**Run 1: pin map**

Scale bar: 20 um. Pins as bars across the die edge, other pins in grey.
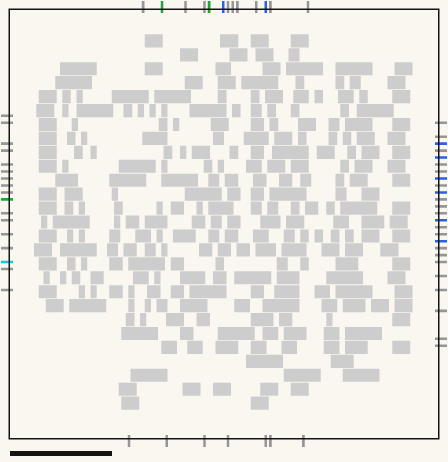
**Run 1: sizing map**

Scale bar: 20 um.
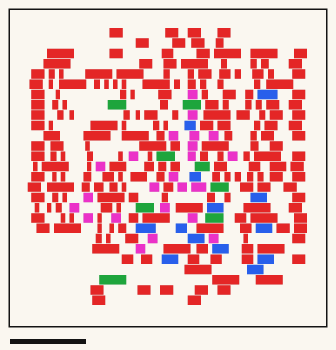
**Run 1: metal 3**

Scale bar: 20 um.
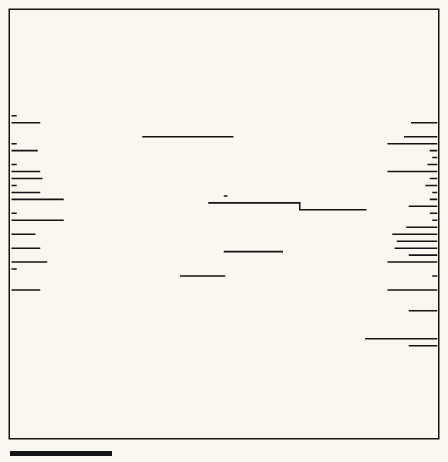
**Run 1: metal layers overlaid**

Scale bar: 20 um.
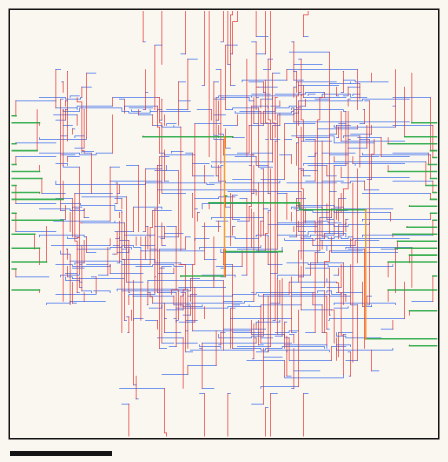
### config.mk
export PLATFORM = sky130hd
export DESIGN_NAME = alu_ctrl
export DESIGN_NICKNAME = d
export VERILOG_FILES = /design/src/rtl/alu_pkg.sv /design/src/rtl/alu_iter_counter.sv /design/src/rtl/alu_ctrl.sv
export SDC_FILE = /design/constraint.sdc
export NUM_CORES = 1
export LEC_CHECK = 0
export CAP_MARGIN = 20
export CELL_PAD_IN_SITES_DETAIL_PLACEMENT = 1
export CELL_PAD_IN_SITES_GLOBAL_PLACEMENT = 1
export CORE_MARGIN = 4
export CORE_UTILIZATION = 29
export CTS_CLUSTER_DIAMETER = 30
export DETAILED_ROUTE_END_ITERATION = 7
export PLACE_DENSITY = 0.76
export SYNTH_ARGS = -nofsm -noshare
export SYNTH_HDL_FRONTEND = slang
export SYNTH_HIERARCHICAL = 1
export SYNTH_SLANG_ARGS = --single-unit
### constraint.sdc
create_clock -name clk -period 1.7 [get_ports clk]
set_input_delay 0.34 -clock clk [delete_from_list [all_inputs] [get_ports clk]]
set_output_delay 0.34 -clock clk [all_outputs]
set_load 0.02 [all_outputs]
### src/rtl/alu_pkg.sv
// alu_pkg: shared opcode/state types and the shift-count width helper
// for the ALU sequencing stage (alu_ctrl).
package alu_pkg;

    typedef enum logic [2:0] {
        OP_AND  = 3'd0,
        OP_OR   = 3'd1,
        OP_XOR  = 3'd2,
        OP_NOTA = 3'd3,
        OP_ADD  = 3'd4,
        OP_SUB  = 3'd5,
        OP_SHL1 = 3'd6,
        OP_SHR1 = 3'd7
    } alu_op_t;

    typedef enum logic [1:0] {
        IDLE = 2'd0,
        EXEC = 2'd1,
        DONE = 2'd2
    } alu_ctrl_state_t;

    localparam int ALU_WIDTH_DEFAULT = 8;

    // Width of the shift-amount field; never below 1 so vectors stay legal.
    function automatic int cnt_width(input int width);
        return (width > 2) ? $clog2(width) : 1;
    endfunction

    // Shift opcodes iterate; everything else is a single datapath pass.
    function automatic logic is_shift_op(input alu_op_t op);
        return (op == OP_SHL1) || (op == OP_SHR1);
    endfunction

endpackage

### src/rtl/alu_iter_counter.sv
// alu_iter_counter: loadable down-counter tracking the remaining
// single-bit iterations of the current ALU command.
module alu_iter_counter #(
    parameter int CNT_W = 3
) (
    input  logic             i_clk,
    input  logic             i_rst,
    input  logic             i_load,
    input  logic [CNT_W-1:0] i_load_val,
    input  logic             i_dec,
    output logic             o_is_last
);

    logic [CNT_W-1:0] r_count;

    // Load takes precedence over decrement; reset clears the count.
    always_ff @(posedge i_clk) begin
        if (i_rst) begin
            r_count <= '0;
        end else if (i_load) begin
            r_count <= i_load_val;
        end else if (i_dec) begin
            r_count <= r_count - 1'b1;
        end
    end

    // The iteration running while the count reads 1 is the final one.
    assign o_is_last = (r_count == CNT_W'(1));

endmodule

### src/rtl/alu_ctrl.sv
// alu_ctrl: command sequencer feeding the external result-mux bank.
// Accepts op/operands on a valid/ready port, iterates single-bit shifts,
// and returns the captured result on a valid/ready port.
// Optional feature macro: ALU_CTRL_FLAGS_EN builds registered zero/negative
// flags; when undefined, out_zero/out_neg are tied to 0.
module alu_ctrl
    import alu_pkg::*;
#(
    parameter int WIDTH = ALU_WIDTH_DEFAULT,
    parameter int CNT_W = cnt_width(WIDTH)
) (
    input  logic             clk,
    input  logic             rst,
    input  logic             in_valid,
    output logic             in_ready,
    input  logic [2:0]       in_op,
    input  logic [WIDTH-1:0] in_a,
    input  logic [WIDTH-1:0] in_b,
    output logic [2:0]       mux_sel,
    output logic [WIDTH-1:0] mux_a,
    output logic [WIDTH-1:0] mux_b,
    input  logic [WIDTH-1:0] alu_result,
    output logic             out_valid,
    input  logic             out_ready,
    output logic [WIDTH-1:0] out_result,
    output logic             out_zero,
    output logic             out_neg
);

    alu_ctrl_state_t  r_state;
    alu_ctrl_state_t  w_state_nxt;
    alu_op_t          r_op;
    logic [WIDTH-1:0] r_a;
    logic [WIDTH-1:0] r_b;
    logic [WIDTH-1:0] r_result;

    logic             w_load;
    logic             w_dec;
    logic             w_is_last;
    logic             w_in_shift;
    logic             w_zero_shift;
    logic [CNT_W-1:0] w_load_val;
    logic             w_res_wr;
    logic [WIDTH-1:0] w_res_val;

    assign w_in_shift   = is_shift_op(alu_op_t'(in_op));
    assign w_load_val   = w_in_shift ? in_b[CNT_W-1:0] : CNT_W'(1);
    // Shift by zero skips the datapath entirely and returns operand A.
    assign w_zero_shift = w_in_shift && (in_b[CNT_W-1:0] == '0);

    // Result register is written either by a zero-count accept or by every EXEC cycle.
    assign w_res_wr  = (w_load && w_zero_shift) || w_dec;
    assign w_res_val = w_dec ? alu_result : in_a;

    alu_iter_counter #(
        .CNT_W (CNT_W)
    ) u_iter_counter (
        .i_clk      (clk),
        .i_rst      (rst),
        .i_load     (w_load),
        .i_load_val (w_load_val),
        .i_dec      (w_dec),
        .o_is_last  (w_is_last)
    );

    // State register.
    always_ff @(posedge clk) begin
        if (rst) begin
            r_state <= IDLE;
        end else begin
            r_state <= w_state_nxt;
        end
    end

    // Next-state and handshake decode.
    always_comb begin
        w_state_nxt = r_state;
        in_ready    = 1'b0;
        out_valid   = 1'b0;
        w_load      = 1'b0;
        w_dec       = 1'b0;
        case (r_state)
            IDLE: begin
                in_ready = 1'b1;
                if (in_valid) begin
                    w_load      = 1'b1;
                    w_state_nxt = w_zero_shift ? DONE : EXEC;
                end
            end
            EXEC: begin
                w_dec = 1'b1;
                if (w_is_last) begin
                    w_state_nxt = DONE;
                end
            end
            DONE: begin
                out_valid = 1'b1;
                if (out_ready) begin
                    w_state_nxt = IDLE;
                end
            end
            default: w_state_nxt = IDLE;
        endcase
    end

    // Operand staging and result capture; shifts feed the result back into mux_a.
    always_ff @(posedge clk) begin
        if (rst) begin
            r_op     <= OP_AND;
            r_a      <= '0;
            r_b      <= '0;
            r_result <= '0;
        end else begin
            if (w_load) begin
                r_op <= alu_op_t'(in_op);
                r_a  <= in_a;
                r_b  <= in_b;
            end else if (w_dec && is_shift_op(r_op)) begin
                r_a <= alu_result;
            end
            if (w_res_wr) begin
                r_result <= w_res_val;
            end
        end
    end

    assign mux_sel    = r_op;
    assign mux_a      = r_a;
    assign mux_b      = r_b;
    assign out_result = r_result;

`ifdef ALU_CTRL_FLAGS_EN
    logic r_zero;
    logic r_neg;

    // Flags track out_result, written on exactly the same cycles.
    always_ff @(posedge clk) begin
        if (rst) begin
            r_zero <= 1'b0;
            r_neg  <= 1'b0;
        end else if (w_res_wr) begin
            r_zero <= (w_res_val == '0);
            r_neg  <= w_res_val[WIDTH-1];
        end
    end

    assign out_zero = r_zero;
    assign out_neg  = r_neg;
`else
    assign out_zero = 1'b0;
    assign out_neg  = 1'b0;
`endif

endmodule

==> flow_summary.yaml, run 1 <==
# implementation run metrics
sta:
  max_freq_ghz: 0.619
  hold_slack_ps: 459
  rsz0062_at_grt: "false"
  maxSlewViolCount: 0
  fin_crit_sh: 0.950
  fin_ws_ps: 84.7
  final.setup.tns_ps: 0
worst_setup_path:
  reg2regPathDepth: 5
  crit_type: "reg2out"
  cpPeakStageDelay_ps: 630
  reg2reg_to: "u_iter_counter/r_count[0]$_SDFFE_PP0P_"
  startpoint_type: "flop"
  rrSetupSlack_ps: 210
  crit_chain: "clkdlybuf4s50_1"
  path_depth: 1
  startpoint: "mux_sel[2]$_SDFFE_PP0P_"
  slowest_stage: "clkdlybuf4s50_1"
  crit_end: "mux_sel[2]"
cells_and_area:
  final_cell_area_mm2: 0.00252
  nets: 292
  stdcell_count: 332
  drive_above_1_share: 0.169
floorplanning:
  initCoreUtil: 0.301
  die_y_um: 83.6
  pin_count: 62
power_and_ir_drop:
  swShare: 0.322
  leakage_nw: 0.945
  ir_drop_mv: 0.304
  netSwitchingPower_mw: 0.718
  power.density_mw_per_mm2: 883
  p_int_mw: 1.51
  pwr-share-seq: 0.396
  power_top_consumer: "sequential cells"
placed_design:
  place_ws_ps: -241
  dp_cells: 324
  place_congestion: 0.732
yosys:
  ys_area_mm2: 0.00166
  yosys.area_share.aoi: 0.276
  top_cell_area_share: 0.387
  yosys_warnings: 6
  simple_gate_share: 0.185
  synth_cell_types: 34
  synth_area_mm2: 0.00166
  seq_area_frac_synth: 0.387
  ys_sh_mux: 0.0484
  top_area_cell: "dfxtp_1"
  xor_share: 0.00529
  edf_count: 0
cts:
  cts_resized: 2
  htreeDepth: 2
  cts_setup_buffers: 0
  clkSinkCount: 32
  cts.reportedPaths.clkPinSlew_ps: 70
  cts_buffers: 5
  cts_tree: "yes"
  holdBufCountCts: 0
global_routing:
  gr-usage-met3: 0.0454
  antenna_found_initial: 0
  grt_max_degree: 34
  met1_usage: 0.192
  grt_pass1_vias: 1704
  grt.busiest_layer: "met2"
route:
  wl_per_cell_um: 15.4
  routed_wl_um: 5100
  via_per_inst: 5.00
  final_antenna_net_count: 0
min_path:
  hp-class: "reg2reg"
  min_from: "mux_sel[0]$_SDFFE_PP0P_"
  hold_end: "mux_sel[0]$_SDFFE_PP0P_"
run_status:
  outcome: "finished, final reports clean"
-- 'pin map' (at the start) --
- blue: alu_result (pins 8; direction input; edge 6 east, 2 north)
- green: mux_sel (pins 3; direction output; edge 2 north, 1 west)
- cyan: out_zero (pins 1; direction output; edge west)

-- 'sizing map' (at the start) --
- magenta: x3 and x4 (cells 23)
- red: x1 and smaller (cells 216)
- green: x6 and larger (cells 8)
- blue: x2 (cells 13)

-- 'metal 3' (at the start) --
- wire length on this layer: 266 um
- nets with wire on the layer: 43

-- 'metal layers overlaid' (at the start) --
- green: M3 (wire length 266 um)
- red: M2 (wire length 2520 um)
- blue: M1 (wire length 2260 um)
- orange: M4 (wire length 52.4 um)

[run 1: cells in the final DEF, fill, tap and decap left out, types with 4 or more instances in the layout]
cell type	instances
nand2_1	22
a211oi_2	8
o21ai_0	8
nor3_1	8
clkdlybuf4s50_1	55
nor2b_1	12
dfxtp_1	32
a311oi_1	8
nor2_1	4
mux2i_1	8
a21oi_1	21
inv_1	6
buf_4	19
clkbuf_8	6
a211oi_1	4
a2111oi_1	4
[run 1: area by class of cell]
| cell class | count | area (um2) |
|---|---|---|
| Clock buffer | 6 | 82.6 |
| Fill cell | 661 | 2980 |
| Clock inverter | 2 | 15.0 |
| Timing Repair Buffer | 80 | 768 |
| Multi-Input combinational cell | 133 | 900 |
| Inverter | 7 | 28.8 |
| Sequential cell | 32 | 641 |
| Tap cell | 72 | 90.1 |
**Run 1: cell outlines without signal wires**

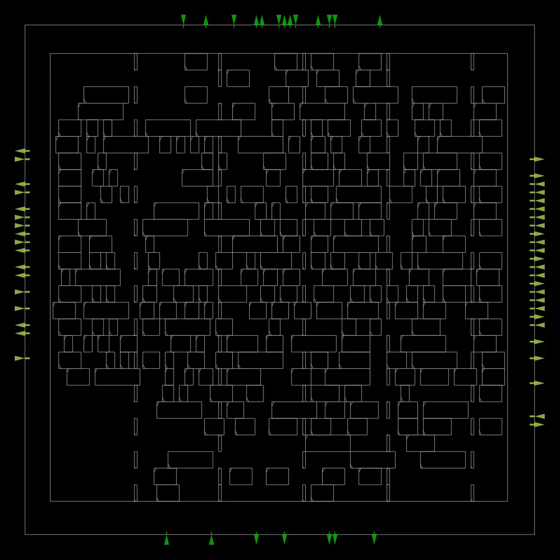

==> run 2: changes to the inputs <==
Settings changed: CORE_ASPECT_RATIO set to 0.75, CORE_UTILIZATION 29 to 27, PLACE_DENSITY 0.76 to 0.74, SYNTH_HIERARCHICAL 1 to unset.
**Run 2: cell outlines without signal wires**

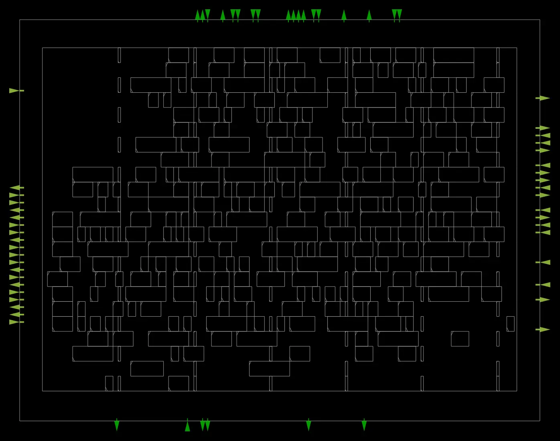
Layout Cells excl Fill: 322
Finished Core Util: 0.445

==> flow_summary.yaml, run 2 <==
# implementation run metrics
cts:
  clkSinkCount: 32
  clock_latency_ps: 290
  clock_path_buffers: 2
  cts_setup_buffers: 0
  holdBufCountCts: 0
  root_buffer: "clkbuf_8"
  cts_resized: 2
  cts_tree: "yes"
  cts_buffers: 5
  htreeDepth: 2
  cts.reportedPaths.clkPinSlew_ps: 70
worst_setup_path:
  required_ps: 1360
  endpoint_kind: "output port"
  r2r-start: "r_state[1]$_SDFFE_PP0P_"
  startpoint: "mux_b[0]$_SDFFE_PP0P_"
  cp.buffers_inverters: 1
  rrSetupSlack_ps: 160
  cp_top_family: "buffers and inverters"
  startpoint_type: "flop"
  reg2reg_to: "u_iter_counter.r_count[2]$_SDFFE_PP0P_"
  cp_max_fo: 2
  crit_chain: "clkdlybuf4s50_1"
  slowest_stage: "clkdlybuf4s50_1"
  path_depth: 1
  crit_end: "mux_b[0]"
  cpPeakStageDelay_ps: 640
  critPathArrivalTime_ps: 1280
  reg2regPathDepth: 4
  crit_type: "reg2out"
cells_and_area:
  dominant_cells: "logic gates"
  nMultiInputCombCells: 123
  final_cell_area_mm2: 0.00241
  comb_area_um2: 781
  seq_cell_count: 32
  seq_area_um2: 641
  mostFrequentLayoutCell: "clkdlybuf4s50_1"
  drive_above_1_share: 0.126
  comb_share: 0.324
  area_growth_pct: 57.8
  nNonClkInverters: 6
  seq_area_frac: 0.266
  fillers: 673
  buf_share: 0.324
  clk_share: 0.0374
  n_clock_buffer: 8
  layout.cells.most_common_list: "57 x clkdlybuf4s50_1, 39 x nand2_1, 32 x dfxtp_1"
  diodes: 0
  num-nonclk-buffers: 78
  nets: 279
yosys:
  ys.flops: 32
  synthCells: 180
  edf_count: 0
  synth_cell_types: 34
  synth_stat.cells: 180
  synth_top_cell_by_count: "nand2_1"
  synthArstFlopShare: 0
  ys.flop_type: "dfxtp_1"
  yosys_warnings: 0
  ys_area_mm2: 0.00153
  synth_area_per_cell_um2: 8.48
  top_cells_by_count: "39 x nand2_1, 32 x dfxtp_1, 16 x a311oi_1"
  seq_area_frac_synth: 0.420
  top_area_cell: "dfxtp_1"
  ys_top_cells_by_area: "dfxtp_1 42%, nand2_1 9.6%, a311oi_1 9.2%"
  top_cell_area_share: 0.420
  synth_area_mm2: 0.00153
min_path:
  min_from: "mux_sel[0]$_SDFFE_PP0P_"
  hold_end: "mux_sel[0]$_SDFFE_PP0P_"
  hp-class: "reg2reg"
  hold_path_depth: 2
global_routing:
  gr-usage-met3: 0.0680
  grt_pass1_wl_um: 8280
  grt_pass1_vias: 1638
  grt-ovfl-total: 0
  met1_usage: 0.210
  antenna_found_initial: 0
  grt_max_degree: 33
  use_met2: 0.234
  grt.busiest_layer: "met2"
route:
  wl_per_cell_um: 16.3
  wl_met2_um: 2240
  top_layer: "met4"
  final_antenna_net_count: 0
  drtPass1Iterations: 4
  wl_met3_um: 449
  route.detailed.drc: 0
  via_per_inst: 4.91
  drt_iter0_markers: 55
  wl_met1_um: 2490
sta:
  rsz0062_at_grt: "false"
  hold_slack_ps: 456
  maxSlewViolCount: 0
  final.setup.tns_ps: 0
  max_freq_ghz: 0.618
  fin_skew_ps: 5.04
  hold_violations: 0
  fin_ws_ps: 81.3
  min_period_ps: 1620
  fin_crit_sh: 0.952
  setup_viol_count_final: 0
placed_design:
  dp_cells: 314
  place.port_buffers: 59
  dpl_cell_area_mm2: 0.00232
  hpwlAfterDp_um: 3790
  place_ws_ps: -219
  place_congestion: 0.758
floorplanning:
  die_w_um: 94.8
  rows: 23
  initCoreUtil: 0.282
  dieArea_mm2: 0.00693
  nWellTaps: 75
  pin_count: 62
  die_y_um: 73.1
  core_mm2: 0.00541
flow_run:
  tool_warnings: 27
  drv_cap: 0
power_and_ir_drop:
  p_total_mw: 2.26
  ir_drop_mv: 0.377
  power.density_mw_per_mm2: 940
  leakage_nw: 0.895
run_status:
  outcome: "finished, final reports clean"
**Run 2: metal layers overlaid**

Scale bar: 20 um.
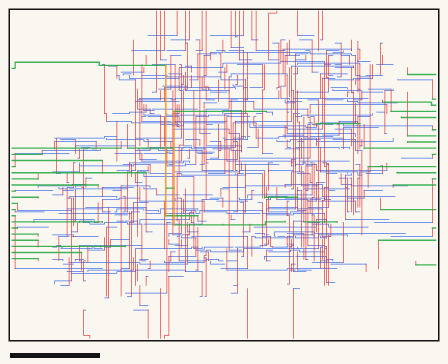
Vias: 1580
gr usage total: 0.158
total wire length: 5240 um

==> run 2: worst reg2reg max path, cell delays in order, from the launching register on <==
cell and delay, ps:
dfxtp_1 340, buf_4 170, or3b_1 380, or3_1 380
a211oi_2 190
==> run 2: kinds of logic (layout without fill, tap and decap cells) <==
group	count (synthesis)	count (layout)	share of synthesized area
mux	9	9	0.0590
compound gates	47	47	0.230
flops	32	32	0.420
other cells	1	2	0.00246
fa+ha+maj	2	2	0.0164
xor+xnor	1	1	0.00574
simple gates	62	62	0.186
buf+inv	26	92	0.0803
==> run 2: where the power goes <==
group	switching [mW]	total [mW]	internal, mW
clock	0.305	0.636	0.331
sequential	0.0555	0.889	0.833
combinational	0.373	0.739	0.366
total	0.734	2.26	1.53
**Run 2: metal 3**

Scale bar: 20 um.
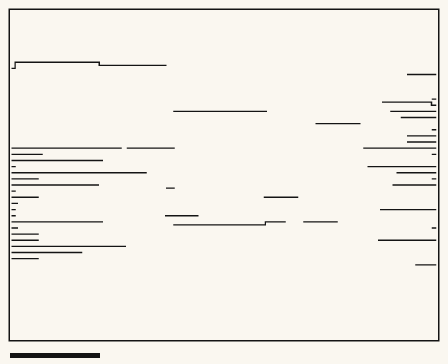

==> run 3: changes to the inputs <==
Settings changed: ABC_AREA set to 1.
**Run 3: metal 3**

Scale bar: 20 um.
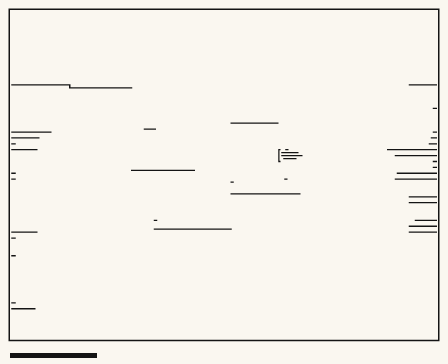
- main direction: horizontal
- share of all routed wire: 4.2%
- longest straight run: 17.7 um

==> flow_summary.yaml, run 3 <==
# implementation run metrics
run_status:
  outcome: "finished, final reports clean"
yosys:
  synth_area_mm2: 0.00167
  ys.flops: 32
  ys.flop_type: "dfxtp_1"
  adder_share: 0.0150
  top_cell_area_share: 0.384
  yosys.area_share.aoi: 0.118
  yosys_warnings: 0
  synth_area_per_cell_um2: 6.76
  simple_gate_share: 0.366
  synth_cell_types: 21
  synthCells: 247
  top_logic_kind: "simple AND/OR/NAND/NOR gates"
  seq_area_frac_synth: 0.384
  top_area_cell: "dfxtp_1"
  synth_top_cell_by_count: "nand2_1"
  ys_top_cells_by_area: "dfxtp_1 38%, nand2_1 14%, nand3_1 11%"
  edf_count: 0
  synthArstFlopShare: 0
  synth_stat.cells: 247
  ys_sh_mux: 0
  xor_share: 0
  top_cells_by_count: "61 x nand2_1, 37 x nand3_1, 32 x dfxtp_1"
  ys_area_mm2: 0.00167
power_and_ir_drop:
  pwr-share-seq: 0.354
  clkPwrFrac: 0.243
  p_comb_frac: 0.403
  pg_comb_mw: 1.07
  clk-power_mw: 0.649
  p_int_mw: 1.64
  power_top_consumer: "combinational cells"
  p_total_mw: 2.67
  ir_drop_mv: 0.363
  netSwitchingPower_mw: 1.03
  power.density_mw_per_mm2: 1100
  swShare: 0.385
  p_seq_mw: 0.944
  leakage_nw: 1.09
worst_setup_path:
  startpoint: "out_result[7]$_SDFFE_PP0P_"
  rrSetupSlack_ps: 250
  cpPeakStageDelay_ps: 630
  cp_top_family: "buffers and inverters"
  cp_max_fo: 2
  crit_end: "out_result[7]"
  slowest_stage: "clkdlybuf4s50_1"
  endpoint_kind: "output port"
  reg2regPathDepth: 6
  crit_chain: "clkdlybuf4s50_1"
  startpoint_type: "flop"
  r2r-start: "r_state[0]$_SDFFE_PP0P_"
  required_ps: 1360
  critPathArrivalTime_ps: 1270
  crit_type: "reg2out"
  reg2reg_to: "out_result[6]$_SDFFE_PP0P_"
  path_depth: 1
  cp.buffers_inverters: 1
cells_and_area:
  n_clock_buffer: 6
  clk_share: 0.0401
  nNonClkInverters: 21
  layout.cells.most_common_list: "61 x nand2_1, 55 x clkdlybuf4s50_1, 37 x nand3_1"
  seq_area_um2: 641
  nets: 342
  drive_above_1_share: 0.0935
  comb_area_um2: 842
  buf_share: 0.278
  area_growth_pct: 45.7
  nMultiInputCombCells: 179
  final_core_util: 0.411
  dominant_cells: "logic gates"
  diodes: 0
  num-nonclk-buffers: 70
  final_cell_area_mm2: 0.00243
  comb_share: 0.346
  mostFrequentLayoutCell: "nand2_1"
  seq_cell_count: 32
  stdcell_count: 388
placed_design:
  place.port_buffers: 59
  place_congestion: 0.768
  hpwlAfterDp_um: 4060
  dpl_cell_area_mm2: 0.00233
  dp_cells: 380
  place_ws_ps: -74.4
global_routing:
  grt_max_degree: 22
  grt_usage: 0.144
  grt_pass1_vias: 1816
  antenna_found_initial: 0
  grt-ovfl-total: 0
  grt_pass1_wl_um: 8830
floorplanning:
  core_mm2: 0.00592
  die_w_um: 98.8
  die_y_um: 76.1
  initCoreUtil: 0.282
  nWellTaps: 78
  pin_count: 62
  dieArea_mm2: 0.00752
sta:
  fin_ws_ps: 86.9
  maxSlewViolCount: 0
  setup_viol_count_final: 0
  fin_crit_sh: 0.949
  hold_slack_ps: 469
  final.setup.tns_ps: 0
  relSlewSlack: 0.547
  min_period_ps: 1610
  max_freq_ghz: 0.620
  rsz0062_at_grt: "false"
  hold_violations: 0
  fin_skew_ps: 5.36
route:
  routed_wl_um: 5280
  drtPass1Iterations: 4
  drt_iter0_markers: 43
  num_vias: 1800
  wl_per_cell_um: 13.6
  route.detailed.drc: 0
  via_per_inst: 4.64
  final_antenna_net_count: 0
cts:
  clkSinkCount: 32
  htreeDepth: 2
  cts_setup_buffers: 0
  holdBufCountCts: 0
  cts_buffers: 5
  clock_latency_ps: 290
  clock_path_buffers: 2
  cts.reportedPaths.clkPinSlew_ps: 80
  cts_tree: "yes"
  cts_resized: 2
  root_buffer: "clkbuf_8"
min_path:
  hold_path_depth: 2
  min_from: "mux_b[1]$_SDFFE_PP0P_"
  hp-class: "reg2reg"
  hold_end: "mux_b[1]$_SDFFE_PP0P_"
flow_run:
  tool_warnings: 27
  drv_cap: 0
**Run 3: cell outlines without signal wires**

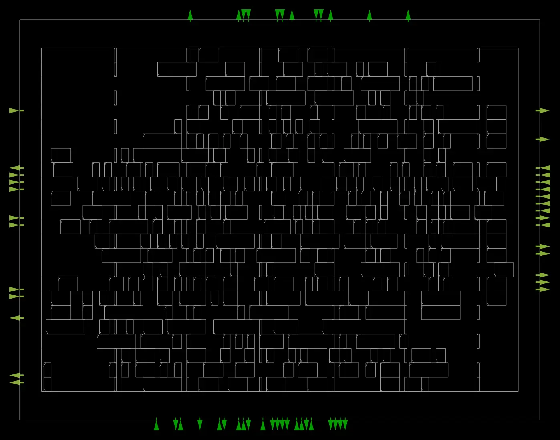
Seq area share: 0.263
Rows: 24
fillers: 766

run 3: cell count changes after synthesis, sizes merged, moves of 9 or more:
cell	previous run	this run
a211oi	12	0
nand3	1	38
nand2	39	66
nor2	3	31
o21ai	1	14
mux2i	9	0
a21oi	12	24
inv	6	21
a311oi	16	0
run 3: routing by layer:
layer / track usage / up-vias / wire length, um
met5: 0 / - / 0
met2: 0.221 / 44 / 2320
met1: 0.198 / 839 / 2670
met4: 0.0286 / 0 / 71
met3: 0.0457 / 10 / 221
li1: - / 907 / -
run 3: tightest hold or removal path: stages, from the launching register on:
cell and delay [ps]:
dfxtp_1 310, nand2_1 60, a21oi_1 50
run 3: logic make-up after synthesis:
family | count (synthesis)
flops | 32
buf+inv | 37
other cells | 1
fa+ha+maj | 2
compound gates | 39
simple gates | 136
Power figures rest on the tool's default switching activity, not on a simulated workload.
